<file path="config.mk">
export PLATFORM = sky130hd
export DESIGN_NAME = pipe_hold_ctrl
export DESIGN_NICKNAME = d
export VERILOG_FILES = /design/src/rtl/pipe_ctrl_pkg.sv /design/src/rtl/pipe_hold_ctrl_hazard_detect.sv /design/src/rtl/pipe_hold_ctrl.sv
export SDC_FILE = /design/constraint.sdc
export NUM_CORES = 1
export LEC_CHECK = 0
export CELL_PAD_IN_SITES_DETAIL_PLACEMENT = 2
export CELL_PAD_IN_SITES_GLOBAL_PLACEMENT = 2
export CORE_MARGIN = 3
export CORE_UTILIZATION = 27
export CTS_CLUSTER_SIZE = 25
export DETAILED_ROUTE_END_ITERATION = 10
export PLACE_DENSITY = 0.91
export SYNTH_ARGS = -nofsm -noshare
export SYNTH_HDL_FRONTEND = slang
export SYNTH_SLANG_ARGS = --single-unit
</file>
<file path="constraint.sdc">
create_clock -name clk -period 2.2 [get_ports clk]
set_input_delay 0.44 -clock clk [delete_from_list [all_inputs] [get_ports clk]]
set_output_delay 0.44 -clock clk [all_outputs]
set_load 0.005 [all_outputs]
</file>
<file path="src/rtl/pipe_ctrl_pkg.sv">
// Shared types and constants for the pipeline hold/flush controller.
package pipe_ctrl_pkg;

    typedef enum logic [1:0] {
        S_RUN   = 2'd0,
        S_MC    = 2'd1,
        S_FLUSH = 2'd2
    } state_e;

    localparam logic [31:0] STALL_CNT_MAX = 32'hFFFF_FFFF;

    // addi x0, x0, 0 -- what a flushed pipeline register loads instead of upstream data
    localparam logic [31:0] NOP_INSTR = 32'h0000_0013;

endpackage

</file>
<file path="src/rtl/pipe_hold_ctrl_hazard_detect.sv">
// Load-use comparator: EX holds a load whose destination is read by the instruction in ID.
module hazard_detect #(
    parameter int REG_ADDR_WIDTH = 5
) (
    input  logic                      ex_is_load_in,
    input  logic [REG_ADDR_WIDTH-1:0] ex_rd_addr_in,
    input  logic [REG_ADDR_WIDTH-1:0] id_rs1_addr_in,
    input  logic [REG_ADDR_WIDTH-1:0] id_rs2_addr_in,
    input  logic                      id_rs1_used_in,
    input  logic                      id_rs2_used_in,
    output logic                      load_use_out
);

    logic rs1_hit;
    logic rs2_hit;

    always_comb begin
        rs1_hit      = id_rs1_used_in && (id_rs1_addr_in == ex_rd_addr_in);
        rs2_hit      = id_rs2_used_in && (id_rs2_addr_in == ex_rd_addr_in);
        // x0 is never written, so a load targeting it cannot create a hazard
        load_use_out = ex_is_load_in && (ex_rd_addr_in != '0) && (rs1_hit || rs2_hit);
    end

endmodule

</file>
<file path="src/rtl/pipe_hold_ctrl.sv">
// Pipeline hold/flush/redirect controller. Optional hold watchdog under PIPE_HOLD_TIMEOUT_EN.
//   state   | meaning
//   S_RUN   | normal operation
//   S_MC    | multi-cycle execute op in flight
//   S_FLUSH | extra jump bubbles, flush_cnt counts down
module pipe_hold_ctrl
    import pipe_ctrl_pkg::*;
#(
    parameter int ADDR_WIDTH     = 32,
    parameter int REG_ADDR_WIDTH = 5,
    parameter int FLUSH_CYCLES   = 2,
    parameter int TIMEOUT_CYCLES = 1024
) (
    input  logic                      clk,
    input  logic                      rst,
    input  logic                      ex_jump_flag_in,
    input  logic [ADDR_WIDTH-1:0]     ex_jump_addr_in,
    input  logic                      ex_is_load_in,
    input  logic [REG_ADDR_WIDTH-1:0] ex_rd_addr_in,
    input  logic [REG_ADDR_WIDTH-1:0] id_rs1_addr_in,
    input  logic [REG_ADDR_WIDTH-1:0] id_rs2_addr_in,
    input  logic                      id_rs1_used_in,
    input  logic                      id_rs2_used_in,
    input  logic                      ex_mc_start_in,
    input  logic                      ex_mc_done_in,
    input  logic                      bus_wait_in,
    output logic                      pc_hold_out,
    output logic                      if_id_hold_out,
    output logic                      id_ex_hold_out,
    output logic                      ex_mem_hold_out,
    output logic                      if_id_flush_out,
    output logic                      id_ex_flush_out,
    output logic                      ex_mem_flush_out,
    output logic                      pc_jump_flag_out,
    output logic [ADDR_WIDTH-1:0]     pc_jump_addr_out,
    output logic [31:0]               stall_cnt_out,
    output logic                      hold_timeout_out
);

    localparam int FCW = (FLUSH_CYCLES > 1) ? $clog2(FLUSH_CYCLES) : 1;
    localparam logic [FCW-1:0] FLUSH_LOAD = FCW'(FLUSH_CYCLES - 1);

    if (FLUSH_CYCLES < 1) begin : g_bad_flush
        $error("FLUSH_CYCLES must be >= 1");
    end
    if (TIMEOUT_CYCLES < 1 || TIMEOUT_CYCLES > 65535) begin : g_bad_timeout
        $error("TIMEOUT_CYCLES must fit the 16-bit hold counter");
    end

    state_e                  state_q, state_d;
    logic [FCW-1:0]          flush_cnt_q, flush_cnt_d;
    logic                    pend_flag_q, pend_flag_d;
    logic [ADDR_WIDTH-1:0]   pend_addr_q, pend_addr_d;
    logic [31:0]             stall_cnt_q, stall_cnt_d;

    logic                    load_use;
    logic                    mc_go;
    logic                    pc_hold_c, if_id_hold_c, id_ex_hold_c, ex_mem_hold_c;
    logic                    if_id_flush_c, id_ex_flush_c, ex_mem_flush_c;
    logic                    jump_c;
    logic [ADDR_WIDTH-1:0]   jump_addr_c;

    hazard_detect #(
        .REG_ADDR_WIDTH (REG_ADDR_WIDTH)
    ) u_hazard_detect (
        .ex_is_load_in  (ex_is_load_in),
        .ex_rd_addr_in  (ex_rd_addr_in),
        .id_rs1_addr_in (id_rs1_addr_in),
        .id_rs2_addr_in (id_rs2_addr_in),
        .id_rs1_used_in (id_rs1_used_in),
        .id_rs2_used_in (id_rs2_used_in),
        .load_use_out   (load_use)
    );

    always_comb begin
        state_d        = state_q;
        flush_cnt_d    = flush_cnt_q;
        pend_flag_d    = pend_flag_q;
        pend_addr_d    = pend_addr_q;
        pc_hold_c      = 1'b0;
        if_id_hold_c   = 1'b0;
        id_ex_hold_c   = 1'b0;
        ex_mem_hold_c  = 1'b0;
        if_id_flush_c  = 1'b0;
        id_ex_flush_c  = 1'b0;
        ex_mem_flush_c = 1'b0;
        jump_c         = 1'b0;
        jump_addr_c    = '0;
        // a jump presented together with mc_start wins; the start is dropped
        mc_go = (state_q == S_MC) || (ex_mc_start_in && !ex_jump_flag_in);

        if (bus_wait_in) begin
            pc_hold_c     = 1'b1;
            if_id_hold_c  = 1'b1;
            id_ex_hold_c  = 1'b1;
            ex_mem_hold_c = 1'b1;
            if (ex_jump_flag_in) begin
                pend_flag_d = 1'b1;
                pend_addr_d = ex_jump_addr_in;
            end
        end else if (mc_go) begin
            pc_hold_c      = 1'b1;
            if_id_hold_c   = 1'b1;
            id_ex_hold_c   = 1'b1;
            ex_mem_flush_c = 1'b1;
            if (state_q != S_MC) begin
                state_d = S_MC;
            end else if (ex_mc_done_in) begin
                state_d = S_RUN;
            end
            // keep any redirect that arrives while held so it is issued afterwards
            if (ex_jump_flag_in) begin
                pend_flag_d = 1'b1;
                pend_addr_d = ex_jump_addr_in;
            end
        end else if (ex_jump_flag_in || pend_flag_q) begin
            jump_c        = 1'b1;
            jump_addr_c   = pend_flag_q ? pend_addr_q : ex_jump_addr_in;
            if_id_flush_c = 1'b1;
            id_ex_flush_c = 1'b1;
            pend_flag_d   = 1'b0;
            if (FLUSH_CYCLES > 1) begin
                state_d     = S_FLUSH;
                flush_cnt_d = FLUSH_LOAD;
            end else begin
                state_d = S_RUN;
            end
        end else begin
            if (load_use) begin
                pc_hold_c     = 1'b1;
                if_id_hold_c  = 1'b1;
                id_ex_flush_c = 1'b1;
            end
            if (state_q == S_FLUSH) begin
                if_id_flush_c = 1'b1;
                if (flush_cnt_q <= FCW'(1)) begin
                    state_d = S_RUN;
                end else begin
                    flush_cnt_d = flush_cnt_q - FCW'(1);
                end
            end
        end
    end

    always_comb begin
        pc_hold_out      = rst && pc_hold_c;
        if_id_hold_out   = rst && if_id_hold_c;
        id_ex_hold_out   = rst && id_ex_hold_c;
        ex_mem_hold_out  = rst && ex_mem_hold_c;
        if_id_flush_out  = rst && if_id_flush_c;
        id_ex_flush_out  = rst && id_ex_flush_c;
        ex_mem_flush_out = rst && ex_mem_flush_c;
        pc_jump_flag_out = rst && jump_c;
        pc_jump_addr_out = rst ? jump_addr_c : '0;
        stall_cnt_d      = stall_cnt_q;
        if (pc_hold_out && (stall_cnt_q != STALL_CNT_MAX)) begin
            stall_cnt_d = stall_cnt_q + 32'd1;
        end
    end

    assign stall_cnt_out = stall_cnt_q;

    always_ff @(posedge clk or negedge rst) begin
        if (!rst) begin
            state_q     <= S_RUN;
            flush_cnt_q <= '0;
            pend_flag_q <= 1'b0;
            pend_addr_q <= '0;
            stall_cnt_q <= '0;
        end else begin
            state_q     <= state_d;
            flush_cnt_q <= flush_cnt_d;
            pend_flag_q <= pend_flag_d;
            pend_addr_q <= pend_addr_d;
            stall_cnt_q <= stall_cnt_d;
        end
    end

`ifdef PIPE_HOLD_TIMEOUT_EN
    localparam logic [15:0] TIMEOUT_LIMIT = 16'(TIMEOUT_CYCLES);

    logic [15:0] hold_cnt_q, hold_cnt_d;
    logic        timeout_q, timeout_d;

    always_comb begin
        hold_cnt_d = '0;
        if (pc_hold_out) begin
            hold_cnt_d = (hold_cnt_q == 16'hFFFF) ? hold_cnt_q : hold_cnt_q + 16'd1;
        end
        timeout_d = timeout_q || (hold_cnt_d >= TIMEOUT_LIMIT);
    end

    always_ff @(posedge clk or negedge rst) begin
        if (!rst) begin
            hold_cnt_q <= '0;
            timeout_q  <= 1'b0;
        end else begin
            hold_cnt_q <= hold_cnt_d;
            timeout_q  <= timeout_d;
        end
    end

    assign hold_timeout_out = timeout_q;
`else
    assign hold_timeout_out = 1'b0;
`endif

endmodule
</file>
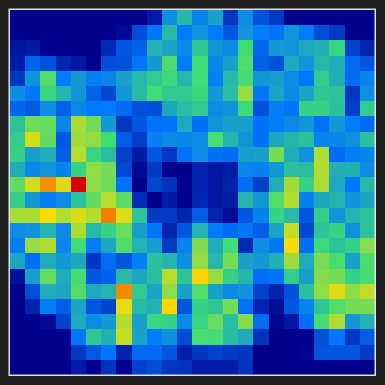
*Signal metal coverage by tile, run 1*
(3 px per um) The die is cut into 24 by 24 equal tiles; dark blue is low, red is high, scaled to the fullest tile. Values are wire area over tile area, all layers added.
fullest tile = 0.49
densest ninth of the die = west
nearly empty tiles = 12%

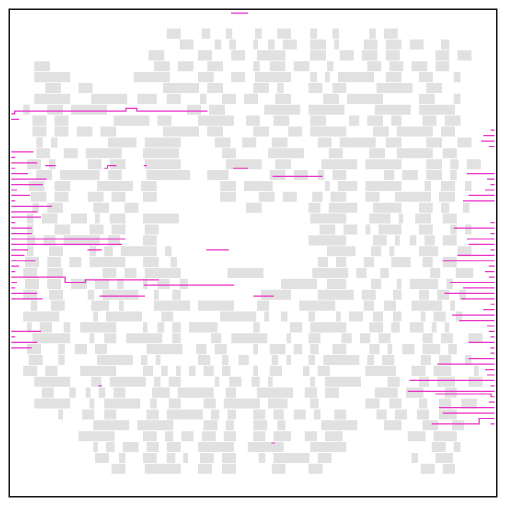
*Signal wires on met3, run 1*
(4 px per um) Cells faint in the background.
longest straight run = 28.3 um
share of all routed wire = 4.5%
wire length on this layer = 623 um
vias: 3269
final wirelength: 13900 um

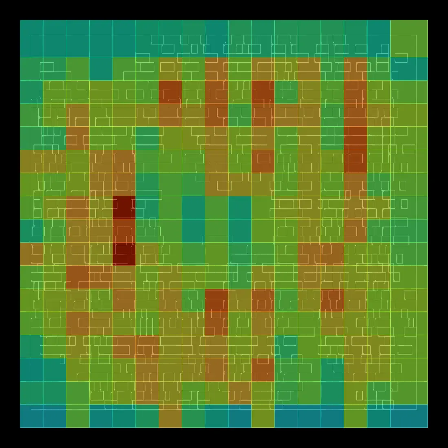
*Routing congestion, run 1*
GRT Total Usage: 0.1862
Util after Layout: 0.4650
wire per inst: 20.44 um
met1 global-route usage: 0.2190
GRT Max-Usage Layer: met2

==> changes_impl.md, run 1 <==
## Implementation

* Run status: finished with violations
* Failing checks: negative setup slack
* Worst Hold Class: input port to asynchronous set/reset pin
* Max FO, Critical Path at 5
* Chip area line of the yosys report at 3602 um2
* Setup TNS at -2.328 ns
* Initial antenna violation count at 0
* Largest net degree at the start of global routing at 37
* Multi-input comb cells at roughly 250
* Starting DRT DRC Count at ~90
* H-Tree Depth at 3
* Root Buffer: clkbuf_16
* Slack of the critical path at -0.1161 ns
* Crit-path max cell delay at 0.37 ns
* CTS tree: done
* Final-report hold violation count at 0
* Post-synthesis sequential area ratio at 0.4654
* Buffer share of cell area at 0.2717
* Critical path type: register to output pin
* Clk slew on worst S/H paths at around 0.050 ns
* Setup violations, final at 30
* F_max at 0.4318 GHz
* Bufs w/o clock at 172
* Combinational share of cell area at 0.3556
* Synth Warn # at 0
* Avg Cell Area, Syn at 10.59 um2
* Dominant kind of cell by area: multi-input combinational cells
* Global route total overflow at 0
* First-pass GRT wire length at 21300 um
* Slowest stage cell, crit path: dfrtp_1
* Power Density at 703.8 nW/um2
* Fillcell total at approximately 1300
* Worst setup EP type: output pin
* Flop Count at approximately 67
* # port buffers at 127
* Layout area overhead at 65.54%
* Area of the core at roughly 13000 um2
* N_diodes at 0
* Late-Pin Clk Latency at 0.33 ns
* Worst VDD drop at about 470 uV
* Placed insts at around 650
* I/O pin cnt at 129
* Dpl ws at -0.8973 ns
* Initial Util at 0.2809
* Top-area cell share at 0.4654
* Net count, final at 562
* Mapped Area at 3602 um2
* Nets at Floorplan at slightly below 400
* Antenna viol nets, final at 0
* Vias in the first global route at between 3000 and 4000
* Tmin final at 2.316 ns
* Via density at 4.807
* Critical path cell sequence: nor2b_4, nor3_2, nand2_1, or2_4, buf_6, buf_12, nor2_4, buf_2
* Clock Sinks at 67
* Period utilisation layout at 1.053
* Row count at 41
* Cells in synth_stat.txt at about 340
* Hpwl dp at about 9400 um
* Comb gate area at 2121 um2
* Slew Limit Fails at 0
* RSZ-0062 raised after global routing: yes
* Die height at 121.5 um
* ClkCell Share at 0.05057
* Synth unique cells at 38
* Mapped Cells at 340
* Fin cells at 680
* Count of tool warnings at 28
* RD Place Congestion at approximately 0.79
* Die area at 14760 um2
* TAP cells at 172
* Inverters at 7
* Storage cell area at 1679 um2
* Met2 Usage GRT at 0.3382
* Top cells by area: dfrtp_1, mux2_2, mux2i_1
* Longest Clk Path Bufs at 2
* Die width at 121.5 um
* Placed instance area at about 5300 um2
* Synthesis-stage register bit count at 67
* Maxcap violations at 0
* Clkbuf count at 12
* DRT Pass-1 Iters at 4
* Crit path DRT at 1.76 ns
* Seq/total area at 0.2816
* Fin area at about 6000 um2
* Post-route clock skew at between 0.006 and 0.007 ns
## run 1: kinds of logic after synthesis
group	Yosys count	share of synthesized area
compound gates	14	0.03161
xor+xnor	41	0.09969
fa+ha+maj	1	0.003473
buf+inv	25	0.03508
flops	67	0.4654
mux	65	0.1921
other cells	1	0.001041
simple gates	126	0.1716
## run 1: per-layer routing
metal,wire (um),share of wire,up-vias
met2,7295,0.52,97
met4,195,0.014,0
met5,0,0,-
met3,623,0.045,12
met1,5783,0.42,1652
li1,-,-,1508
## run 1: flip-flops by register name, indices dropped and copies added, names as in the netlist
signal and flops:
stall_cnt_out 32, pend_addr_q 32, pend_flag_q 1, state_q 2
## run 1: metrics by stage
stage | total power (uW) | utilization | hold slack (ns)
2_1_floorplan | 2009 | - | 0.1444
3_3_place_gp | 2478 | 0.4095 | 0.4073
3_5_place_dp | 2564 | 0.4095 | 0.4219
4_1_cts | 4137 | 0.4440 | 0.06485
5_1_grt | 4415 | 0.4650 | 0.09786
6_report | 4197 | 0.4650 | 0.09386
## run 1: critical path: cells and delay by family, from the launching register on
kind | cells | cell delay, ns
AND/OR/NAND/NOR | 5 | 0.74
buffers and inverters | 3 | 0.43
flip-flops | 1 | 0.37
## run 1: report_power, final
| group | switching [uW] | total, uW | internal (uW) |
|---|---|---|---|
| registers | 160 | 1570 | 1420 |
| clock network | 511 | 1470 | 955 |
| logic | 535 | 1160 | 622 |
| total | 1200 | 4200 | 2990 |
## run 1: placed cells by master, fill, tap and decap left out, types with 6 or more instances in the layout
cell type        count
dlymetal6s2s_1       8
nor2_4              25
xnor2_1             11
clkbuf_16           10
mux2_2              32
buf_2               36
nand4_1             12
mux2i_1             32
nor2_2               6
nor2_1              19
nand2_1             12
nor3_1              14
dfrtp_1             65
xor2_1              28
buf_12               8
inv_1                7
buf_6                9
buf_4               28
clkdlybuf4s50_1     69
nand3_1             11
## run 1: final timing paths
kind	from	endpoint	slack, ns	cells past startpoint
worst max-delay path	state_q[0]	pc_jump_addr_out[12]	-0.12	8
worst min-delay path	rst	pend_addr_q[31]	0.09	2
worst max register to register	stall_cnt_out[1]	stall_cnt_out[1]	0.10	7
worst min register to register	stall_cnt_out[28]	stall_cnt_out[28]	0.50	1
max in group asynchronous	rst	stall_cnt_out[0]	1.39	3
min in group clk	stall_cnt_out[28]	stall_cnt_out[28]	0.50	1
## run 1: what timing repair did
item,4_1_cts,5_1_grt
gates resized,230,54
setup buffers,15,5
endpoints found under the setup margin,71,49
pin swaps,30,20
hold buffers,0,0
gates cloned,1,1
## run 1: synth_stat cells
cell and n:
a211oi_1 1, a21oi_1 4, a31o_1 1, a31oi_4 1
a41o_1 1, and2_1 1, and4_1 4, and4_4 1
buf_2 2, buf_4 2, buf_6 3, clkbuf_1 11
conb_1 1, dfrtp_1 67, ha_1 1, inv_1 7
mux2_1 1, mux2_2 32, mux2i_1 32, nand2_1 13
nand2b_1 3, nand3_1 11, nand4_1 12, nor2_1 50
nor2b_1 3, nor3_1 15, nor4_1 7, nor4b_1 1
o211ai_2 1, o21a_1 1, o21ai_0 1, o21ai_1 1
o22ai_1 1, o32a_1 1, or2_2 3, or4_1 2
xnor2_1 13, xor2_1 28
### I/O pins on the die edge, run 1

(4 px per um) Pins as bars across the die edge, other pins in gray.
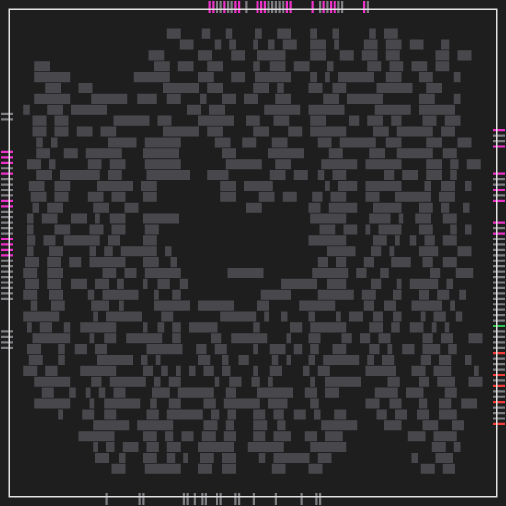

==> run 2: changes to the inputs <==
CORE_MARGIN = 1.5   (was 3)
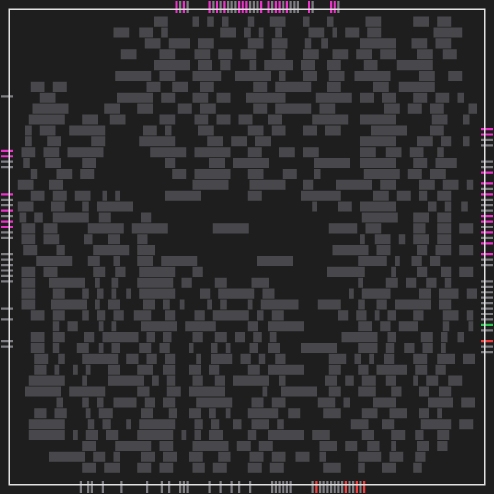
*I/O pins on the die edge, run 2*
(4 px per um) Pins as bars across the die edge, other pins in gray.
`if_id_hold_out` -> green  # pins 1, direction output, edge east
`ex_jump_addr_in` -> magenta  # pins 32, direction input, edge 16 north, 10 east, 6 west
`ex_rd_addr_in` -> red  # pins 5, direction input, edge 4 south, 1 east

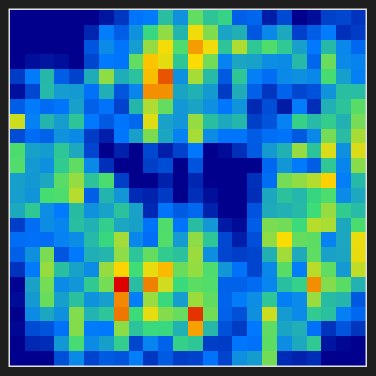
*Signal metal coverage by tile, run 2*
(3 px per um) The die is cut into 24 by 24 equal tiles; dark blue is low, red is high, scaled to the fullest tile. Values are wire area over tile area, all layers added.
GRT Total Usage: 0.1964
wire per inst: 19.64 um
final wirelength: 13750 um

==> changes_impl.md, run 2 <==
## Implementation

* Worst R2R Start: stall_cnt_out[24]
* Die area at ~14000 um2
* Mapped Cells at ~340
* Fillcell total at 1326
* Late-Pin Clk Latency at 0.33 ns
* Tmin final at 2.399 ns
* Storage cell area at 1679 um2
* Mapped Area at roughly 3600 um2
* Maxcap violations at 0
* Row count at 42
* Run status: finished with violations
* Post-synth top area cell: dfrtp_1
* N_diodes at 0
* Most instantiated logic cells after routing: clkdlybuf4s50_1, dfrtp_1, buf_4
* Layout area overhead at 68.81%
* EDFF count, synth at 0
* Starting DRT DRC Count at 101
* Vias at 3325
* Initial Util at 0.2742
* Top cells by area: dfrtp_1, mux2_2, mux2i_1
* Setup violations, final at 33
* Critical path endpoint: pc_jump_addr_out[30]
* Critical path cell sequence: nor2b_4, nor3_4, nand2_2, or2_4, buf_16, buf_12, nor2_4, buf_2
* TritonCTS Buffers at 9
* Power Density at roughly 670 nW/um2
* Post-synth ARST share at 1.000
* Net count, final at ~580
* Chip area line of the yosys report at 3602 um2
* Die height at roughly 120 um
* Global route total overflow at 0
* Reg-to-reg slack, setup at 0.11 ns
* Synth top cell by count: dfrtp_1
* CTS tree: done
* Hpwl dp at 9122 um
* Via density at 4.750
* Slowest stage cell, crit path: dfrtp_1
* Area of the core at 13140 um2
* Nets at Floorplan at 397
* Crit-path max cell delay at 0.38 ns
* Critical path type: register to output pin
* Slew Limit Fails at 0
* Crit path DRT at 1.76 ns
* Post-route clock skew at between 0.005 and 0.006 ns
* Total Power at 4047 uW
* Final-report hold violation count at 0
* Synth Warn # at 0
* Post-synthesis sequential area ratio at 0.4654
* Ys flop type: dfrtp_1
* RD Place Congestion at slightly above 0.8
* Failing checks: negative setup slack
* DRT Pass-1 Iters at 4
* Clock Sinks at roughly 67
* First-pass GRT wire length at 21560 um
* Cells in synth_stat.txt at 340
* Die width at 118.5 um
* Comb gate area at 2176 um2
* WP buf/inv at 3
* F_max at 0.4168 GHz
* FF-to-FF End: stall_cnt_out[1]
* Avg Cell Area, Syn at about 11 um2
* Longest Clk Path Bufs at 2
* Synthesis-stage register bit count at 67
* CP Launch Point: state_q[0]
* FF-to-FF path depth at 6
* # DRC at 0
* Placed insts at roughly 660
* Worst VDD drop at around 370 uV
* Worst Hold Class: input port to asynchronous set/reset pin
* Period utilisation layout at 1.091
* Top-area cell share at 0.4654
* Largest net degree at the start of global routing at 39
* Root Buffer: clkbuf_16
* Clk slew on worst S/H paths at 0.06 ns
* Vias in the first global route at 3870
* Most instantiated logic cell after routing: clkdlybuf4s50_1
* Initial antenna violation count at 0
* WHS at 0.1982 ns
* Antenna viol nets, final at 0
* # port buffers at 127
* Startpoint Class: register
* Synth top cells by count: dfrtp_1, nor2_1, mux2_2, mux2i_1, xor2_1
* Count of tool warnings at 28
* H-Tree Depth at 3
* Crit. path cell count at 8
* Top delay family on crit path: simple AND/OR/NAND/NOR gates
* Slack of the critical path at -0.1993 ns
* RSZ-0062 raised after global routing: yes
* WP data arrival at 1.96 ns
* Share of layout cells above drive strength 1 at 0.3931
* Fin cells at 700
* Synth unique cells at 38
* Worst setup EP type: output pin
* Max FO, Critical Path at 5
* I/O pin cnt at 129
* Hold_buf cts at 0
* Leak at 0.002863 uW
==> run 2: netlist changes by cell type in the layout (fill, tap and decap cells not counted), sizes merged <==
cell / delta
buf: +16
clkinv: +2
clkbuf: -2
clkdlybuf4s15: -3
bufinv: -1
clkdlybuf4s50: +1
clkinvlp: +2
dlymetal6s2s: +1
==> run 2: area by class of cell <==
type,instances,area share
timing repair buffer,186,0.2823
clock buffer,11,0.03827
clock inverter,5,0.004938
inverter,7,0.004321
multi-input combinational,248,0.3578
sequential,67,0.2761
tap,176,0.03621
==> run 2: power by group <==
| group | internal (uW) | switching [uW] | leakage, uW |
|---|---|---|---|
| clock network | 757 | 531 | 0.000125 |
| registers | 1410 | 138 | 0.000836 |
| logic | 658 | 551 | 0.00190 |
| total | 2830 | 1220 | 0.00286 |
==> run 2: through the flow <==
stage                     utilization  setup TNS (ns)  instance area, um2  worst slack (ns)
after floorplan                     -               0                3602            0.1102
after global placement         0.4037          -38.05                5304           -0.7509
after detailed placement       0.4037          -44.02                5304           -0.8520
after CTS                      0.4427          -4.742                5816           -0.1891
after global routing           0.4629          -8.813                6081           -0.3017
final                          0.4629          -5.375                6081           -0.1993
==> run 2: timing repair <==
item / 4_1_cts / 5_1_grt
resized: 231 / 56
endpoints found under the setup margin: 72 / 66
buffers inserted: 17 / 7
pin swaps: 38 / 23
gates cloned: 2 / 0
==> run 2: how the worst min path moves through the flow <==
stage	start	end	slack (ns)	depth (start not counted)
after detailed placement	stall_cnt_out[30]	stall_cnt_out[30]	0.48	1
after global placement	stall_cnt_out[11]	stall_cnt_out[11]	0.47	1
final	rst	pend_addr_q[27]	0.20	2
after global routing	rst	pend_addr_q[27]	0.22	2
after floorplan	rst	pend_addr_q[0]	0.14	0
after CTS	rst	pend_addr_q[27]	0.20	2
==> run 2: worst reg2reg max path, delay by kind of cell (launching register included) <==
family                 cells  cell delay [ns]
multiplexers               1             0.31
flip-flops                 1             0.44
AND-OR/OR-AND              1             0.25
buffers and inverters      1             0.18
AND/OR/NAND/NOR            3             0.79
==> run 2: logic make-up after synthesis <==
family,count (synthesis),share of synthesized area
simple gates,126,0.1716
flops,67,0.4654
mux,65,0.1921
xor+xnor,41,0.09969
buf+inv,25,0.03508
compound gates,14,0.03161
fa+ha+maj,1,0.003473
other cells,1,0.001041
==> run 2: metal layers <==
metal | global-route usage | vias up | share of wire
li1 | - | 1539 | -
met2 | 0.3725 | 75 | 0.55
met4 | 0.05196 | 0 | 0.0087
met1 | 0.2283 | 1700 | 0.41
met3 | 0.03041 | 11 | 0.028
met5 | 0 | - | 0
No activity file was given, so power comes from the tool's default toggle rates.
